<file path="src/rtl/proc_pkg.sv">
// proc_pkg: shared arbiter state encodings, port-index width and fixed cache port indices.
package proc_pkg;
  localparam int PORT_IDX_W  = 3;
  localparam int ICACHE_PORT = 0;
  localparam int DCACHE_PORT = 1;
  typedef enum logic [1:0] {
    ARB_IDLE    = 2'd0,
    ARB_RD_WAIT = 2'd1,
    ARB_WR_WAIT = 2'd2
  } arb_state_e;
endpackage

</file>
<file path="src/rtl/rr_picker.sv">
// rr_picker: combinational masked priority picker, first requester at or above ptr_i with wrap.
//   req_i  per-port request vector
//   ptr_i  scan start index
//   gnt_o  one-hot grant (zero when nothing requests)
//   idx_o  encoded winner index
//   any_o  at least one request present
module rr_picker
  import proc_pkg::*;
#(
  parameter int NUM_PORTS = 2
) (
  input  logic [NUM_PORTS-1:0]  req_i,
  input  logic [PORT_IDX_W-1:0] ptr_i,
  output logic [NUM_PORTS-1:0]  gnt_o,
  output logic [PORT_IDX_W-1:0] idx_o,
  output logic                  any_o
);
  localparam logic [PORT_IDX_W:0] NP = (PORT_IDX_W + 1)'(NUM_PORTS);
  logic [NUM_PORTS-1:0]  rot;
  logic [PORT_IDX_W-1:0] off;
  logic [PORT_IDX_W:0]   sum;
  logic [PORT_IDX_W:0]   wrapped;
  // rotate so bit 0 of rot is port ptr_i; the lowest set bit is then the winner's distance from ptr_i
  assign rot = NUM_PORTS'({req_i, req_i} >> ptr_i);
  always_comb begin
    off = '0;
    for (int k = NUM_PORTS - 1; k >= 0; k--) if (rot[k]) off = PORT_IDX_W'(k);
  end
  assign sum     = {1'b0, ptr_i} + {1'b0, off};
  assign wrapped = (sum >= NP) ? sum - NP : sum;
  assign idx_o   = wrapped[PORT_IDX_W-1:0];
  assign any_o   = |req_i;
  assign gnt_o   = any_o ? (NUM_PORTS'(1) << idx_o) : '0;
endmodule

</file>
<file path="src/rtl/mem_arbiter.sv">
// mem_arbiter: round-robin arbiter of NUM_PORTS cache requesters onto one memory port, one transaction at a time.
//   clk, rst                     clock, asynchronous active-low reset
//   req_rd/req_wr/req_addr/req_wline   per-port level requests, packed address and write line
//   rd_valid/rd_line/wr_done     one-hot completion pulses, broadcast read line
//   mem_rd_req/mem_rd_addr/mem_rdata/mem_rvalid           memory read channel
//   mem_wr_req/mem_wr_addr/mem_wr_line/mem_wr_done        memory write channel
//   MEM_ARB_FIXED_PRIO_EN        when defined, lowest port index always wins (rr pointer held at 0)
module mem_arbiter
  import proc_pkg::*;
#(
  parameter int NUM_PORTS        = 2,
  parameter int ARCH_BITS        = 32,
  parameter int MEMORY_LINE_BITS = 128
) (
  input  logic                                  clk,
  input  logic                                  rst,
  input  logic [NUM_PORTS-1:0]                  req_rd,
  input  logic [NUM_PORTS-1:0]                  req_wr,
  input  logic [NUM_PORTS*ARCH_BITS-1:0]        req_addr,
  input  logic [NUM_PORTS*MEMORY_LINE_BITS-1:0] req_wline,
  output logic [NUM_PORTS-1:0]                  rd_valid,
  output logic [MEMORY_LINE_BITS-1:0]           rd_line,
  output logic [NUM_PORTS-1:0]                  wr_done,
  output logic                                  mem_rd_req,
  output logic [ARCH_BITS-1:0]                  mem_rd_addr,
  input  logic [MEMORY_LINE_BITS-1:0]           mem_rdata,
  input  logic                                  mem_rvalid,
  output logic                                  mem_wr_req,
  output logic [ARCH_BITS-1:0]                  mem_wr_addr,
  output logic [MEMORY_LINE_BITS-1:0]           mem_wr_line,
  input  logic                                  mem_wr_done
);
  arb_state_e                  state_q, state_d;
  logic [PORT_IDX_W-1:0]       grant_id_q, grant_id_d, rr_ptr_q, rr_ptr_d;
  logic [ARCH_BITS-1:0]        addr_q, addr_d, sel_addr;
  logic [MEMORY_LINE_BITS-1:0] line_q, line_d, sel_line;
  logic [NUM_PORTS-1:0]        pick_gnt;
  logic [PORT_IDX_W-1:0]       pick_idx;
  logic                        pick_any, pick_wr, grab, done;
  rr_picker #(.NUM_PORTS(NUM_PORTS)) u_pick (
    .req_i(req_rd | req_wr),
    .ptr_i(rr_ptr_q),
    .gnt_o(pick_gnt),
    .idx_o(pick_idx),
    .any_o(pick_any)
  );
  // a port raising both read and write is served as a write: the dirty eviction must precede the refill
  assign pick_wr = |(req_wr & pick_gnt);
  always_comb begin
    sel_addr = '0;
    sel_line = '0;
    for (int i = 0; i < NUM_PORTS; i++) begin
      if (pick_gnt[i]) begin
        sel_addr = req_addr[i*ARCH_BITS +: ARCH_BITS];
        sel_line = req_wline[i*MEMORY_LINE_BITS +: MEMORY_LINE_BITS];
      end
    end
  end
  assign grab = (state_q == ARB_IDLE) && pick_any;
  assign done = ((state_q == ARB_RD_WAIT) && mem_rvalid) || ((state_q == ARB_WR_WAIT) && mem_wr_done);
  assign grant_id_d = grab ? pick_idx : grant_id_q;
  assign addr_d     = grab ? sel_addr : addr_q;
  assign line_d     = grab ? sel_line : line_q;
`ifdef MEM_ARB_FIXED_PRIO_EN
  assign rr_ptr_d = '0;
`else
  localparam logic [PORT_IDX_W-1:0] LAST_PORT = PORT_IDX_W'(NUM_PORTS - 1);
  assign rr_ptr_d = done ? ((grant_id_q == LAST_PORT) ? '0 : grant_id_q + 1'b1) : rr_ptr_q;
`endif
  always_ff @(posedge clk or negedge rst) begin
    if (!rst) state_q <= ARB_IDLE;
    else state_q <= state_d;
  end
  always_comb begin
    state_d = state_q;
    unique case (state_q)
      ARB_IDLE:                 if (pick_any) state_d = pick_wr ? ARB_WR_WAIT : ARB_RD_WAIT;
      ARB_RD_WAIT, ARB_WR_WAIT: if (done) state_d = ARB_IDLE;
      default:                  state_d = ARB_IDLE;
    endcase
  end
  always_comb begin
    mem_rd_req  = state_q == ARB_RD_WAIT;
    mem_wr_req  = state_q == ARB_WR_WAIT;
    mem_rd_addr = mem_rd_req ? addr_q : '0;
    mem_wr_addr = mem_wr_req ? addr_q : '0;
    mem_wr_line = mem_wr_req ? line_q : '0;
    rd_valid    = (mem_rd_req && mem_rvalid) ? (NUM_PORTS'(1) << grant_id_q) : '0;
    wr_done     = (mem_wr_req && mem_wr_done) ? (NUM_PORTS'(1) << grant_id_q) : '0;
    rd_line     = mem_rdata;
  end
  always_ff @(posedge clk or negedge rst) begin
    if (!rst) begin
      grant_id_q <= '0;
      rr_ptr_q   <= '0;
      addr_q     <= '0;
      line_q     <= '0;
    end else begin
      grant_id_q <= grant_id_d;
      rr_ptr_q   <= rr_ptr_d;
      addr_q     <= addr_d;
      line_q     <= line_d;
    end
  end
endmodule
</file>
<file path="config.mk">
export PLATFORM = sky130hd
export DESIGN_NAME = mem_arbiter
export DESIGN_NICKNAME = d
export VERILOG_FILES = /design/src/rtl/proc_pkg.sv /design/src/rtl/rr_picker.sv /design/src/rtl/mem_arbiter.sv
export SDC_FILE = /design/constraint.sdc
export NUM_CORES = 1
export LEC_CHECK = 0
export ABC_AREA = 1
export CORE_AREA = 8 8 295 297
export CTS_CLUSTER_SIZE = 12
export DETAILED_ROUTE_END_ITERATION = 7
export DIE_AREA = 0 0 303 305
export PLACE_DENSITY = 0.47
export RECOVER_POWER = 50
export SLEW_MARGIN = 20
export SYNTH_ARGS = -nofsm -noshare
export SYNTH_HDL_FRONTEND = slang
export SYNTH_SLANG_ARGS = --single-unit
</file>
<file path="constraint.sdc">
create_clock -name clk -period 4.85 [get_ports clk]
set_input_delay 1.2125 -clock clk [delete_from_list [all_inputs] [get_ports clk]]
set_output_delay 1.2125 -clock clk [all_outputs]
set_load 0.02 [all_outputs]
</file>
Figure 1. The clock network.
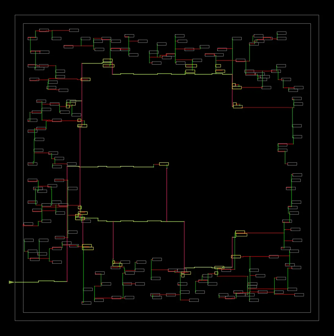
clkbuf count: 18
clock insertion delay at the later pin of the skew report: 470 ps
clock network power: 1.58 mW
setup skew after layout: 11.38 ps

Figure 2. Metal layers overlaid.
Scale: 1.5 px per micron.
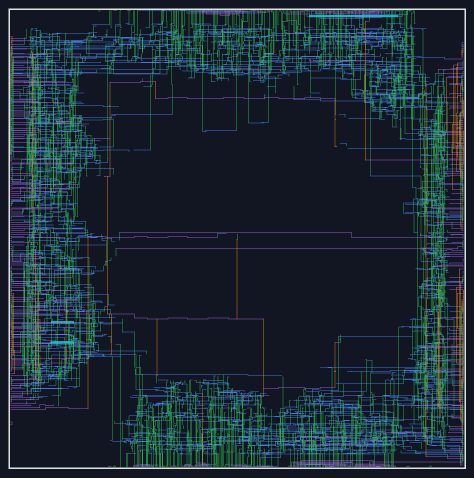
metal 5 -> cyan  # wire length 85.6 microns
metal 2 -> green  # wire length 23.8 mm
metal 1 -> blue  # wire length 20.6 mm
metal 3 -> purple  # wire length 6140 microns
metal 4 -> orange  # wire length 2300 microns
total wire length after detailed routing: 52970 microns
Tot GR Track Use: 0.1122
mean routed wirelength per cell: 17.06 microns
overall via count from detail_route: 11510

Figure 3. Clock distribution.
Scale: 1 px per micron.
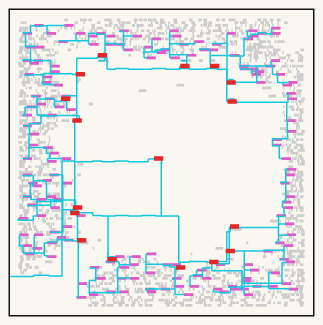
clock wires -> cyan  # length 3780 microns
flip-flops -> magenta  # count 168
clock drivers -> red  # count 17
flops lie = spread over the die
clock power share: 0.147

Figure 4. Supply network.
Scale: 1 px per micron. Pins as bars on the die edge.
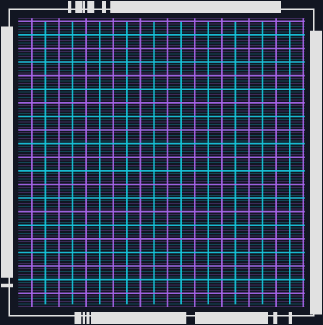
VDD -> cyan
VSS -> purple
signal pins = 782
met4 straps = 21
met5 straps = 21
die x size: 303 microns
Vert. Die Dim: 305 microns
Core Footprint: 0.08263 sq mm

==> flow_results.org <==
#+TITLE: Flow metrics

** Logic synthesis
- The number of different library cells used by synthesis comes to 21.
- In the synthesized netlist, the number of instances is 1670.
- The area recorded from the Yosys report for this design is 0.01101 sq mm.
- For reference, the top cells by area after synthesis are dfrtp_1 (38%), nand2_1 (18%), o21ai_0 (10%).
- Main flop type after synthesis :: dfrtp_1
- Cell count in the Yosys report :: 1670
- The cell area that synthesis handed to floorplanning was 0.01101 sq mm.
- Per Yosys stat, the portion of area used by sequential elements is 0.3820.
- After synthesis the netlist holds a flip-flop and latch count of 168.
- The number of nets handed over by synthesis was 2131.
- Dominant cell area share :: 0.3820

** Clocking
- Clock buffers created by TritonCTS :: 17
- The CTS log lists the clock sinks for this run as 168.
- Buffers inserted by post-CTS timing repair :: 0
- Bufs on Longest Clock Path :: 2
- In the CTS report, the clock slew at the register clock pins of the worst setup and hold paths is listed as 70 ps.
- CTS tree :: yes

** Status
- The checks that failed: max-capacitance violations, max-slew violations.
- The flow ran to the end, but the final reports show violations.

** Finish
- Measured on the finished design, the core utilization comes to 0.2077.
- Once layout is complete, the cells apart from fillers number 3105.
- Fraction of layout cells with a size suffix above 1 :: 0.03656
- Once layout is done, the placed cells without fillers occupy 0.01716 sq mm.
- Signed area change from the synthesized netlist to the final layout :: 55.92%

** Setup path
- The worst setup path is captured at a primary output.
- The setup path with the least slack is of type reg2out.
- On the critical path the data arrives at 2870 ps.
- Startpoint type of the worst setup path :: register

** Global route
- Number of global-route vias before repair :: 12040
- Total congestion overflow :: 0
- Maximum number of pins on one net before global-route repair :: 97
- First-pass GRT wire length :: 78390 microns
- Number of antenna violations at the first check in global routing :: 3

** Timing
- For the finished layout, the period the worst path requires is 4086 ps.
- In the final timing run, aggregate negative setup slack is 0 ps.
- In the final report, the number of endpoints failing setup comes to 0.
- Counting pins that exceed their max-slew limit in the final report gives 45.
- Tightest slew margin relative to the limit :: -0.8967
- RSZ-0062 raised after global routing :: false
- At the pin with the least slew margin, the transition time is 2845 ps.

** Route
- In the routed design, unresolved DRC markers number 0.
- Residual antenna-violating net count after detailed routing :: 0
- The routed design shows a via density per instance of 3.708.

** Floorplanning
- The floorplan has 106 rows.
- Total I/O pin count :: 782

** Flow run
- Count of max-cap constraint violations :: 1
- Tally of OpenROAD warnings :: 28

** Placed design
- Post-detail-place hpwl :: 39840 microns

** Pwr
- Per the OpenROAD power report, leakage power amounts to 8.512 nW.
## power by group
part	internal, mW	total [mW]	leakage [nW]	switching (mW)
Combinational	2.35	6.57	6.14	4.22
Sequential	2.15	2.61	2.07	0.454
Clock	0.881	1.58	0.303	0.700
## state kept, by name (all words and copies together), names as in the netlist
register,count
line_q,128
rr_ptr_q,3
addr_q,32
grant_id_q,3
state_q,2
## cells in the final DEF, fill, tap and decap left out
cell type        instances
o21ai_0                224
clkinvlp_4               2
bufinv_16                4
a21oi_1                  4
nor2_4                   2
clkbuf_8                 1
clkbuf_1                 1
inv_6                    4
nand2_1                539
xor2_1                   1
diode_2                  1
ha_4                     2
clkbuf_2                 2
o22ai_1                  1
a31oi_1                  1
buf_12                  13
buf_4                   20
dfrtp_1                168
clkinv_4                 3
inv_1                  204
nand2_8                  2
nand3_1                  6
clkinv_2                 1
o21ai_1                102
inv_2                    1
nor3_1                   1
clkdlybuf4s50_1        501
ha_1                     3
clkbuf_16               17
dlygate4sd3_1           23
nor2_1                 171
## kinds of logic (layout without fill, tap and decap cells)
| family | count (synthesis) | after routing | synth area share |
|---|---|---|---|
| xor+xnor | 1 | 1 | 0.0007960 |
| flops | 168 | 168 | 0.3820 |
| other cells | 0 | 1 | 0 |
| simple gates | 721 | 721 | 0.2485 |
| fa+ha+maj | 5 | 5 | 0.005684 |
| compound gates | 332 | 332 | 0.1515 |
| buf+inv | 443 | 797 | 0.2115 |
## per-layer routing
layer,GRT usage,vias to the layer above,wire length [microns]
met2,0.1754,494,23820
met4,0.05669,6,2301
li1,-,5638,-
met3,0.05586,118,6137
met5,0.004867,-,85
met1,0.1248,5258,20630
## path summary, 6_finish.rpt
kind,start,end,slack (ps),cells past startpoint
worst max register to register,rr_ptr_q[1],line_q[98],1830,13
max in group asynchronous,rst,addr_q[23],1140,2
worst max-delay path,state_q[1],rd_valid[0],760,6
worst min register to register,line_q[28],line_q[28],480,2
min in group asynchronous,rst,line_q[53],1640,1
worst min-delay path,line_q[28],line_q[28],480,2
## worst max-delay path, cell delays in order (launching register included)
cell and delay (ps):
dfrtp_1 420, inv_1 90, ha_1 130, clkbuf_2 610
nand2_1 220, nor2_1 250, clkdlybuf4s50_1 670
## stage by stage
step | setup slack, ps | hold slack (ps)
2_1_floorplan | 1815 | 449.2
3_3_place_gp | 568.7 | 461.7
3_5_place_dp | 551.8 | 465.2
4_1_cts | 799.1 | 484.3
5_1_grt | 536.4 | 496.4
6_report | 763.6 | 479.3
## layout make-up
| type | instances | area, sq um |
|---|---|---|
| diodes | 1 | 2.502 |
| clock buffers | 18 | 439.2 |
| clock inverters | 13 | 192.7 |
| fillers | 9395 | 65470 |
| inverters | 206 | 778.2 |
| multi-input cells | 1059 | 4523 |
| flip-flops and latches | 168 | 4204 |
| well taps | 1080 | 1351 |
| repair buffers | 560 | 5669 |
Power and IR drop assume default switching activity.
